`src/rtl/instruction_fetch_unit_pkg.sv`:
```
// Shared types and constants for the instruction fetch unit: fetch state,
// sentinel words and the word-fetch legality check.
package instruction_fetch_unit_pkg;

  localparam int INSTR_W = 32;
  localparam logic [INSTR_W-1:0] NOP_WORD = '0;
  localparam logic [INSTR_W-1:0] HALT_WORD_DEFAULT = 32'hFFFF_FFFF;
  localparam logic [1:0] ALIGN_MASK = 2'b11;

  typedef enum logic [1:0] {
    ST_RUN   = 2'd0,
    ST_HALT  = 2'd1,
    ST_FAULT = 2'd2
  } fetch_state_t;

  // A word fetch is legal when aligned and all four bytes lie inside memory;
  // the 33-bit sum keeps addresses near 2^32 from wrapping into range.
  function automatic logic word_fetch_ok(input logic [31:0] addr,
                                         input logic [32:0] last_byte);
    logic [32:0] end_addr;
    end_addr = {1'b0, addr} + 33'd3;
    return ((addr[1:0] & ALIGN_MASK) == 2'b00) && (end_addr <= last_byte);
  endfunction

endpackage

```
`src/rtl/instruction_fetch_unit_pc_reg.sv`:
```
// Program counter with next-PC selection (reset, redirect, hold, +4) and the
// alignment/range checks for both the current PC and a redirect target.
module fetch_pc_reg
  import instruction_fetch_unit_pkg::*;
#(
  parameter logic [31:0] RESET_PC = 32'h0000_0000,
  parameter int          MEM_SIZE = 1024
) (
  input  logic        clk,
  input  logic        rst,
  input  logic        load_target,
  input  logic [31:0] target,
  input  logic        advance,
  output logic [31:0] pc,
  output logic        pc_ok,
  output logic        target_ok
);

  localparam logic [32:0] LAST_BYTE = 33'(MEM_SIZE) - 33'd1;

  always_ff @(posedge clk) begin
    if (rst) begin
      pc <= RESET_PC;
    end else if (load_target) begin
      pc <= target;
    end else if (advance) begin
      pc <= pc + 32'd4;
    end
  end

  assign pc_ok     = word_fetch_ok(pc, LAST_BYTE);
  assign target_ok = word_fetch_ok(target, LAST_BYTE);

endmodule

```
`src/rtl/instruction_fetch_unit.sv`:
```
// Fetch stage: presents the PC to instruction memory, registers the returned
// word into IF/ID and tracks RUN/HALT/FAULT.
module instruction_fetch_unit
  import instruction_fetch_unit_pkg::*;
#(
  parameter logic [31:0] RESET_PC  = 32'h0000_0000,
  parameter int          MEM_SIZE  = 1024,
  parameter logic [31:0] HALT_WORD = HALT_WORD_DEFAULT
) (
  input  logic        clk,
  input  logic        rst,
  output logic [31:0] imem_addr,
  input  logic [31:0] imem_instr,
  input  logic        stall,
  input  logic        branch_taken,
  input  logic [31:0] branch_target,
  output logic        ifid_valid,
  output logic [31:0] ifid_instr,
  output logic [31:0] ifid_pc,
  output logic [31:0] ifid_pc_plus4,
  output logic        halted,
  output logic        fault,
  output logic [31:0] fault_addr
);

  fetch_state_t state;
  logic [31:0]  pc;
  logic         pc_ok;
  logic         target_ok;
  logic         running;
  logic         is_halt_word;
  logic         redirect;
  logic         advance;

  always_comb begin
    running      = (state == ST_RUN);
    is_halt_word = (imem_instr == HALT_WORD);
    redirect     = running && branch_taken;
    // Only a clean, unstalled fetch of a non-sentinel word moves the PC on.
    advance      = running && !branch_taken && pc_ok && !is_halt_word && !stall;
  end

  fetch_pc_reg #(
    .RESET_PC (RESET_PC),
    .MEM_SIZE (MEM_SIZE)
  ) u_pc_reg (
    .clk         (clk),
    .rst         (rst),
    .load_target (redirect),
    .target      (branch_target),
    .advance     (advance),
    .pc          (pc),
    .pc_ok       (pc_ok),
    .target_ok   (target_ok)
  );

  assign imem_addr = pc;

  always_ff @(posedge clk) begin
    if (rst) begin
      state         <= ST_RUN;
      ifid_valid    <= 1'b0;
      ifid_instr    <= NOP_WORD;
      ifid_pc       <= '0;
      ifid_pc_plus4 <= '0;
      halted        <= 1'b0;
      fault         <= 1'b0;
      fault_addr    <= '0;
    end else begin
      case (state)
        ST_RUN: begin
          if (branch_taken) begin
            // Redirect wins over stall so the wrong-path word is squashed.
            ifid_valid <= 1'b0;
            ifid_instr <= NOP_WORD;
            if (!target_ok) begin
              state      <= ST_FAULT;
              fault      <= 1'b1;
              fault_addr <= branch_target;
            end
          end else if (!pc_ok) begin
            ifid_valid <= 1'b0;
            ifid_instr <= NOP_WORD;
            state      <= ST_FAULT;
            fault      <= 1'b1;
            fault_addr <= pc;
          end else if (is_halt_word) begin
            ifid_valid <= 1'b0;
            ifid_instr <= NOP_WORD;
            state      <= ST_HALT;
            halted     <= 1'b1;
          end else if (!stall) begin
            ifid_valid    <= 1'b1;
            ifid_instr    <= imem_instr;
            ifid_pc       <= pc;
            ifid_pc_plus4 <= pc + 32'd4;
          end
        end
        default: begin
          ifid_valid <= 1'b0;
        end
      endcase
    end
  end

endmodule

```
`config.mk`:
```
export PLATFORM = sky130hd
export DESIGN_NAME = instruction_fetch_unit
export DESIGN_NICKNAME = d
export VERILOG_FILES = /design/src/rtl/instruction_fetch_unit_pkg.sv /design/src/rtl/instruction_fetch_unit_pc_reg.sv /design/src/rtl/instruction_fetch_unit.sv
export SDC_FILE = /design/constraint.sdc
export NUM_CORES = 1
export LEC_CHECK = 0
export ABC_AREA = 1
export CAP_MARGIN = 30
export CORE_MARGIN = 2
export CORE_UTILIZATION = 50
export DETAILED_ROUTE_END_ITERATION = 7
export GPL_TIMING_DRIVEN = 0
export PLACE_DENSITY = 0.87
export SLEW_MARGIN = 5
export SYNTH_ARGS = -nofsm -noshare
export SYNTH_HDL_FRONTEND = slang
export SYNTH_SLANG_ARGS = --single-unit
```
`constraint.sdc`:
```
create_clock -name clk -period 5 [get_ports clk]
set_clock_uncertainty 0.1 [all_clocks]
set_input_delay 0.5 -clock clk [delete_from_list [all_inputs] [get_ports clk]]
set_output_delay 0.5 -clock clk [all_outputs]
set_load 0.05 [all_outputs]
```
### Clock wiring as the flow saved it, run 1

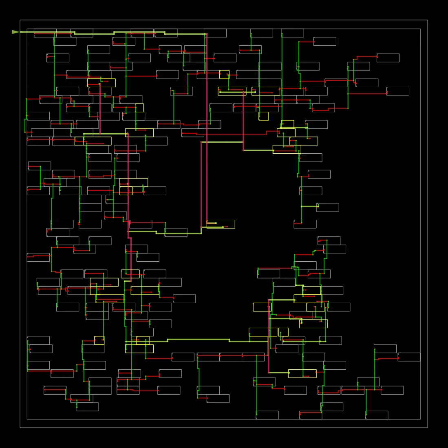
CTS sink cnt: 163
Clk power: 1330 uW
seq_cells: 163
CTS buffer count: 17
Clock Buffer Count: 17

### Clock network drawn from the DEF, run 1

Bar = 50 um.
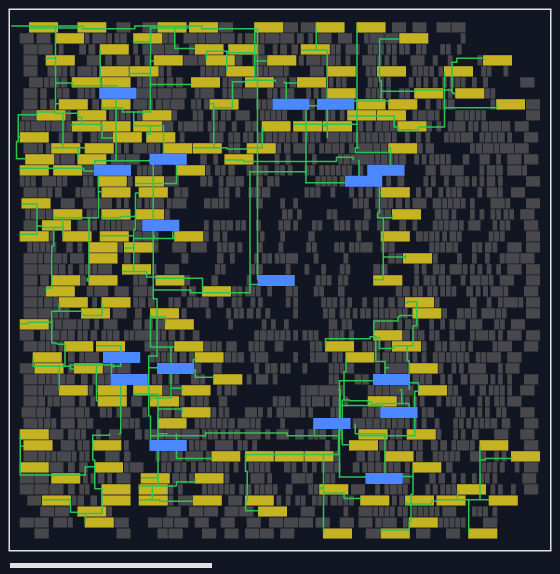
[green] clock wires | length: 2050 um
[blue] cells driving clock nets | count: 17
[yellow] flip-flops | count: 163
flops lie: spread over the die
routed clock nets: 18

==> flow_metrics.py, run 1 <==
# Flow results
metrics = {
    "outcome": {
        "status": "completed",
    },
    "global_routing": {
        "grt_max_degree": 20,
        "grt_use_total": 0.332,
        "antenna_found_initial": 0,
        "grt_pass1_wl_um": 46200,
        "overflow": 0,
        "grt_pass1_vias": 8917,
    },
    "cts": {
        "clk_latency_ns": 0.44,
        "postCtsSetupBuffers": 0,
        "cts_root_buffer": "clkbuf_16",
        "ctsHoldBuffers": 0,
        "clockBufferDepth": 2,
        "clk_pin_slew_ns": 0.07,
        "cts_tree": "yes",
        "cts_resized": 0,
        "htreeDepth": 4,
    },
    "power": {
        "vdd_drop_max_mv": 0.244,
        "power_density_nw_per_um2": 300,
        "total_power_uw": 3460,
        "p_leak_uw": 0.00484,
    },
    "finish": {
        "fill_cells": 1454,
        "lay_top_count": "nand2_1",
        "final_layout_size_suffix_gt1_frac": 0.0391,
        "comb_area_um2": 4290,
        "nets": 1670,
        "fin_cells": 1830,
        "diodes": 0,
        "lay_top_cells": "nand2_1 (460), clkdlybuf4s50_1 (227), nor2_1 (192), dfxtp_1 (163), inv_1 (153)",
        "regArea_um2": 3260,
        "area_delta_synth_final_pct": 37.5,
    },
    "synth": {
        "synth_area_per_cell_um2": 6.20,
        "synth_cell_types": 31,
        "topCellsByArea": "dfxtp_1 (39%), nand2_1 (21%), nor2_1 (8.6%)",
        "ys_seq_elements": 163,
        "synth_nets": 1424,
        "ys_area_um2": 8380,
        "yosys_warnings": 0,
        "yosys_cells": 1351,
        "seq_area_frac_synth": 0.389,
        "synthCells": 1351,
        "synth_area_um2": 8380,
        "synth.top_cell.area_share": 0.389,
        "synth.largest_area_cell": "dfxtp_1",
    },
    "placed_design": {
        "dp_hpwl_um": 23300,
        "dp.cells": 1798,
        "place_congestion": 0.933,
        "dp_slack_ns": 0.999,
    },
    "timing": {
        "finalCritPeriodShare": 0.737,
        "slew_headroom": 0.477,
        "setup_viol": 0,
        "tightest_slew_ns": 0.785,
        "rsz0062_at_grt": "false",
        "fin_ws_ns": 1.31,
        "finalSetupTns_ns": 0,
        "min_period_ns": 3.69,
        "fmax_mhz": 271,
        "hold_violations": 0,
        "slew_viol_final": 0,
    },
    "die": {
        "fp_util": 0.509,
        "die_h_um": 133,
        "die_area_um2": 17800,
        "core_area_um2": 16500,
        "rows": 47,
        "die_w_um": 133,
    },
    "worst_setup_path": {
        "worstPathRequired_ns": 5.24,
        "worstSetupEndpointType": "flip-flop",
        "max_stage_delay_ns": 0.52,
        "crit_type": "in2reg",
        "cpMostUsedCell": "nor2_1",
        "path_delay_family": "simple AND/OR/NAND/NOR gates",
        "cp_max_fo": 10,
        "worstPathArrival_ns": 3.92,
        "crit_chain": "clkdlybuf4s50_1 > inv_1 > ha_1 > nor2_1 > nand3_1 > nor3_1 > a21boi_0 > nor2_1 > nand2_1 > nor2_1 > nand4_1 > nand2_2 > buf_2 > nand2_1 > nand2_1 > nor2_1",
        "cp_slowest_cell": "clkdlybuf4s50_1",
        "path_buffers": 3,
        "start_kind": "primary input",
    },
    "drt": {
        "drt-pass1-iter-count": 5,
        "postRouteAntennaNets": 0,
        "first_iter_violations": 1042,
        "post-route-drc-count": 0,
        "postRouteWirelength_um": 30100,
        "vias_per_cell": 5.26,
        "dr_total_vias": 9624,
        "wl_per_cell_um": 16.4,
    },
    "min_path": {
        "hold_path_class": "reg2reg",
    },
    "run": {
        "warnings": 28,
        "maxCapViolations": 0,
    },
}
### Nets reached from selected ports, run 1

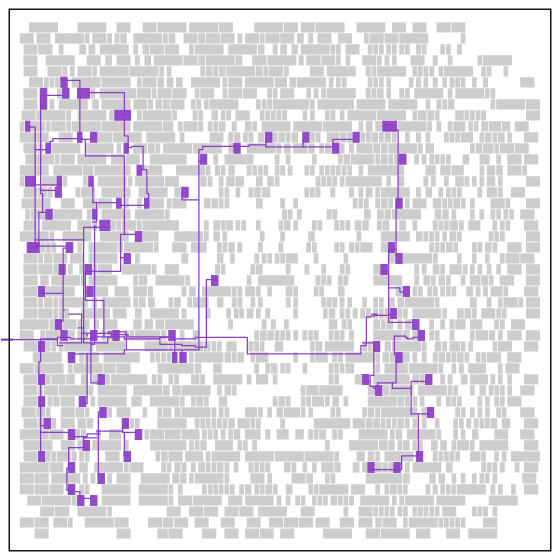
| colour | port | direction | edge | end cells | buffers | wire |
|---|---|---|---|---|---|---|
| purple | rst | input | left | 89 | 10 | 1050 um |
Ports: 231
Port Buffer Count: 227

run 1: worst paths after layout:
path | from | endpoint | slack (ns) | cells after the start
max | branch_target[0] | fault_addr[25]$_SDFFE_PP0P_ | 1.31 | 16
min | ifid_pc_plus4[31]$_SDFFE_PP0P_ | ifid_pc_plus4[31]$_SDFFE_PP0P_ | 0.34 | 2
max reg2reg | u_pc_reg.pc[0]$_SDFFE_PP0P_ | fault_addr[25]$_SDFFE_PP0P_ | 1.51 | 19
min reg2reg | ifid_pc_plus4[31]$_SDFFE_PP0P_ | ifid_pc_plus4[31]$_SDFFE_PP0P_ | 0.34 | 2
run 1: Yosys cell counts, drive strengths merged:
master  count
nor2b       1
and2        7
nand3      91
xnor2       3
nand4      21
o211ai      1
a21oi      88
nand2     463
nand3b      6
clkbuf     38
or2         1
o21bai      2
buf        20
o21a        1
nor3       10
nor2      199
o21ai      56
nor4        2
inv       154
dfxtp     163
xor2       18
ha          5
a21boi      1
run 1: through the flow:
step	hold WS (ns)	utilization	area, um^2
after detailed placement	0.330	0.664	10900
after global placement	0.325	0.664	10900
after CTS	0.340	0.700	11500
after global routing	0.355	0.700	11500
after floorplan	0.330	-	8380
final	0.343	0.700	11500
run 1: cell families (layout without fill, tap and decap cells):
logic type | Yosys count | in the layout | synth area share
simple gates | 801 | 801 | 0.392
buf+inv | 212 | 471 | 0.0985
fa+ha+maj | 5 | 5 | 0.00746
compound gates | 149 | 149 | 0.0905
xor+xnor | 21 | 21 | 0.0219
flops | 163 | 163 | 0.389
run 1: power by group:
group	switching [uW]	internal [uW]	total (uW)
sequential	51.9	1350	1400
clock	653	677	1330
combinational	497	234	731
total	1200	2260	3460
run 1: per-layer routing:
layer  vias up  GRT usage  share of wire
met5         -          0              0
met4         0      0.136          0.036
met3        81      0.101           0.11
met2       494      0.552           0.46
met1      4354      0.402           0.39
li1       4695          -              -
run 1: flip-flops by register name (all words and copies together) (netlist names):
register and count:
fault 1, fault_addr 32, halted 1, ifid_instr 32, ifid_pc 32, ifid_pc_plus4 30
ifid_valid 1, state 2, u_pc_reg.pc 32
run 1: worst min-delay path, delay by kind of cell, from the launching register on:
kind / cells / cell delay [ns]
flops: 1 / 0.31
simple gates: 2 / 0.09
run 1: final cells by class:
type | count | share of cell area
buffer | 58 | 0.0215
clock buffer | 17 | 0.0369
clock inverter | 15 | 0.0151
inverter | 154 | 0.0501
multi-input combinational | 976 | 0.372
sequential | 163 | 0.283
tap | 220 | 0.0239
timing repair buffer | 227 | 0.197
==> inputs of run 2 (changes only) <==
Settings changed: CORE_UTILIZATION 50 to 44, PLACE_DENSITY 0.87 to 0.81.
Clock period 5 ns to 3.2 ns, I/O delays scaled along.
### Clock network drawn from the DEF, run 2

Bar = 50 um.
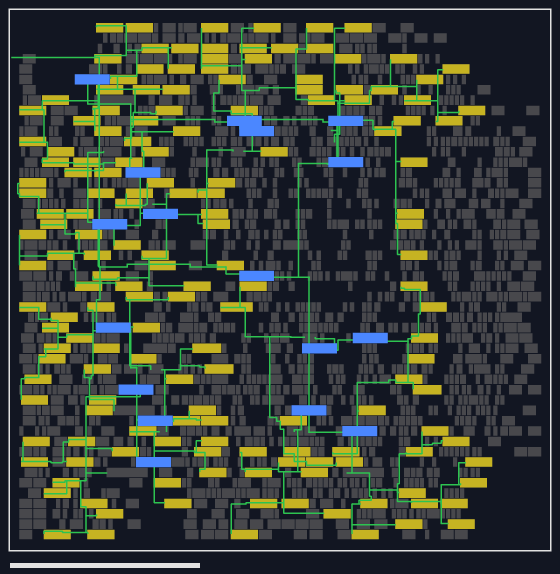
[blue] cells driving clock nets | count: 17
[yellow] flip-flops | count: 163
[green] clock wires | length: 2070 um
routed clock nets: 18
flops lie: spread over the die

==> run 2 against run 1 <==
  * Sequential cell count stayed put
  * Cell count is 1.0% higher
  * Die size is 13% higher
  * Area after synthesis stayed put
  * Global-route usage is 3.5 points lower
  * Power is 62% higher
  * Cell area is 1.7% higher
  * Critical endpoint unchanged
  * Largest cell class unchanged
==> flow_metrics.py, run 2 <==
# Flow results
metrics = {
    "worst_setup_path": {
        "crit_type": "reg2reg",
        "cp_max_fo": 10,
        "cp.depth": 19,
        "cp_slowest_cell": "dfxtp_4",
        "worstPathRequired_ns": 3.42,
        "max_stage_delay_ns": 0.39,
        "worstPathArrival_ns": 3.26,
        "start_kind": "flip-flop",
        "cpMostUsedCell": "nand2_1",
        "path_delay_family": "simple AND/OR/NAND/NOR gates",
        "path_buffers": 4,
        "r2r_cells": 19,
        "crit_chain": "inv_1 > ha_1 > inv_2 > nand2_1 > nor2_4 > inv_1 > nor2_2 > nand2_1 > nand2_1 > nand3_1 > nor2_1 > nand3_1 > nor2_4 > nor2_2 > nand2_4 > clkbuf_4 > nand2_1 > nand2_1 > nor2_1",
        "worstSetupEndpointType": "flip-flop",
    },
    "power": {
        "p_leak_uw": 0.00493,
        "power_density_nw_per_um2": 479,
        "total_power_uw": 5620,
        "vdd_drop_max_mv": 0.371,
    },
    "timing": {
        "slew_viol_final": 0,
        "tightest_slew_ns": 0.738,
        "hold_violations": 0,
        "finalCritPeriodShare": 0.950,
        "timing.hold.ws_ns": 0.247,
        "fmax_mhz": 329,
        "min_period_ns": 3.04,
        "slew_headroom": 0.508,
        "finalSetupTns_ns": 0,
        "setup_viol": 0,
    },
    "run": {
        "warnings": 28,
        "maxCapViolations": 0,
    },
    "drt": {
        "vias_per_cell": 5.17,
        "drt-pass1-iter-count": 5,
        "dr_total_vias": 9553,
        "postRouteWirelength_um": 30200,
        "first_iter_violations": 747,
        "postRouteAntennaNets": 0,
        "post-route-drc-count": 0,
        "wl_per_cell_um": 16.3,
    },
    "finish": {
        "final_layout_size_suffix_gt1_frac": 0.0533,
        "lay_top_cells": "nand2_1 (459), clkdlybuf4s50_1 (227), nor2_1 (188), dfxtp_1 (159), inv_1 (152)",
        "area_delta_synth_final_pct": 39.9,
        "lay_top_count": "nand2_1",
        "fin_cells": 1849,
        "design_area_um2": 11700,
        "comb_area_um2": 4350,
        "diodes": 0,
        "fill_cells": 1743,
        "regArea_um2": 3270,
        "nets": 1675,
    },
    "synth": {
        "synthMostInstantiatedCell": "nand2_1",
        "topCellsByArea": "dfxtp_1 (39%), nand2_1 (21%), nor2_1 (8.6%)",
        "synth.top_cell.area_share": 0.389,
        "edf_count": 0,
        "ys_seq_elements": 163,
        "yosys_cells": 1351,
        "ys_area_um2": 8380,
        "ff_type": "dfxtp_1",
        "yosys_warnings": 0,
        "synth_nets": 1424,
        "seq_area_frac_synth": 0.389,
        "synth_cell_types": 31,
        "synthCells": 1351,
        "synth.top_cells.by_count": "nand2_1 (460), nor2_1 (192), dfxtp_1 (163)",
        "async_flop_share": 0,
        "synth_area_per_cell_um2": 6.20,
        "synth_area_um2": 8380,
        "synth.largest_area_cell": "dfxtp_1",
    },
    "global_routing": {
        "grt_max_degree": 17,
        "overflow": 0,
        "grt_use_total": 0.297,
        "grt_pass1_vias": 8940,
        "grt_pass1_wl_um": 46900,
        "antenna_found_initial": 0,
    },
    "die": {
        "ios": 231,
        "die_w_um": 142,
        "core_area_um2": 18700,
        "rows": 50,
        "die_area_um2": 20200,
        "fp_util": 0.448,
        "die_h_um": 142,
    },
    "placed_design": {
        "place_congestion": 1.01,
        "dp.cells": 1812,
        "numPortBuffers": 227,
        "dp_hpwl_um": 23400,
        "placement.cell_area_um2": 10900,
    },
    "outcome": {
        "status": "completed",
    },
    "cts": {
        "clk_latency_ns": 0.43,
        "htreeDepth": 4,
        "cts_buffers": 17,
        "cts_tree": "yes",
        "cts.sinks": 163,
        "clk_pin_slew_ns": 0.07,
        "cts_root_buffer": "clkbuf_16",
        "ctsHoldBuffers": 0,
        "clockBufferDepth": 2,
    },
    "min_path": {
        "min_path_cells": 3,
        "hold_path_class": "in2reg",
    },
}
run 2: where the power goes:
group / total [uW] / internal (uW) / switching [uW]
clock: 2280 / 1360 / 920
sequential: 2190 / 2110 / 80.9
combinational: 1150 / 376 / 773
run 2: worst paths after layout:
path,from,to,slack [ns]
max reg2reg,u_pc_reg.pc[0]$_SDFFE_PP0P_,fault_addr[25]$_SDFFE_PP0P_,0.16
min,branch_target[25],u_pc_reg.pc[25]$_SDFFE_PP0P_,0.25
max,u_pc_reg.pc[0]$_SDFFE_PP0P_,fault_addr[25]$_SDFFE_PP0P_,0.16
min reg2reg,ifid_pc_plus4[16]$_SDFFE_PP0P_,ifid_pc_plus4[16]$_SDFFE_PP0P_,0.34
run 2: cell type report:
class | count | area share
clock inverter | 14 | 0.0180
inverter | 154 | 0.0497
sequential | 163 | 0.279
multi-input combinational | 977 | 0.371
buffer | 58 | 0.0240
tap | 234 | 0.0250
timing repair buffer | 231 | 0.196
clock buffer | 18 | 0.0374
run 2: per-stage QoR:
step,worst slack (ns),util
after CTS,0.0198,0.623
after detailed placement,-0.673,0.585
after floorplan,0.157,-
after global routing,-0.00538,0.627
final,0.161,0.627
after global placement,-0.636,0.585
run 2: logic make-up after synthesis:
| logic type | share of synthesized area |
|---|---|
| xor gates and xnor gates | 0.0219 |
| AOI/OAI and AO/OA | 0.0905 |
| buffers and inverters | 0.0985 |
| and+or+nand+nor | 0.392 |
| DFF | 0.389 |
| adders and majority gates | 0.00746 |
run 2: timing repair:
| item | in CTS | in global routing |
|---|---|---|
| pin swaps | 4 | 2 |
| gates cloned | 0 | 1 |
| gates resized | 10 | 31 |
| buffers inserted | 4 | 0 |
| setup endpoints to repair | 153 | 157 |
run 2: per-layer routing:
layer / share of wire / vias to the layer above / track usage
li1: - / 4698 / -
met1: 0.40 / 4379 / 0.359
met2: 0.47 / 420 / 0.503
met3: 0.098 / 56 / 0.0851
met4: 0.026 / 0 / 0.111
met5: 0 / - / 0
run 2: tightest hold or removal path, delay by kind of cell:
family                 cells  cell delay (ns)
buffers and inverters      1             0.21
and+or+nand+nor            1             0.12
AOI/OAI and AO/OA          1             0.07
No activity file was given, so power comes from the tool's default toggle rates.
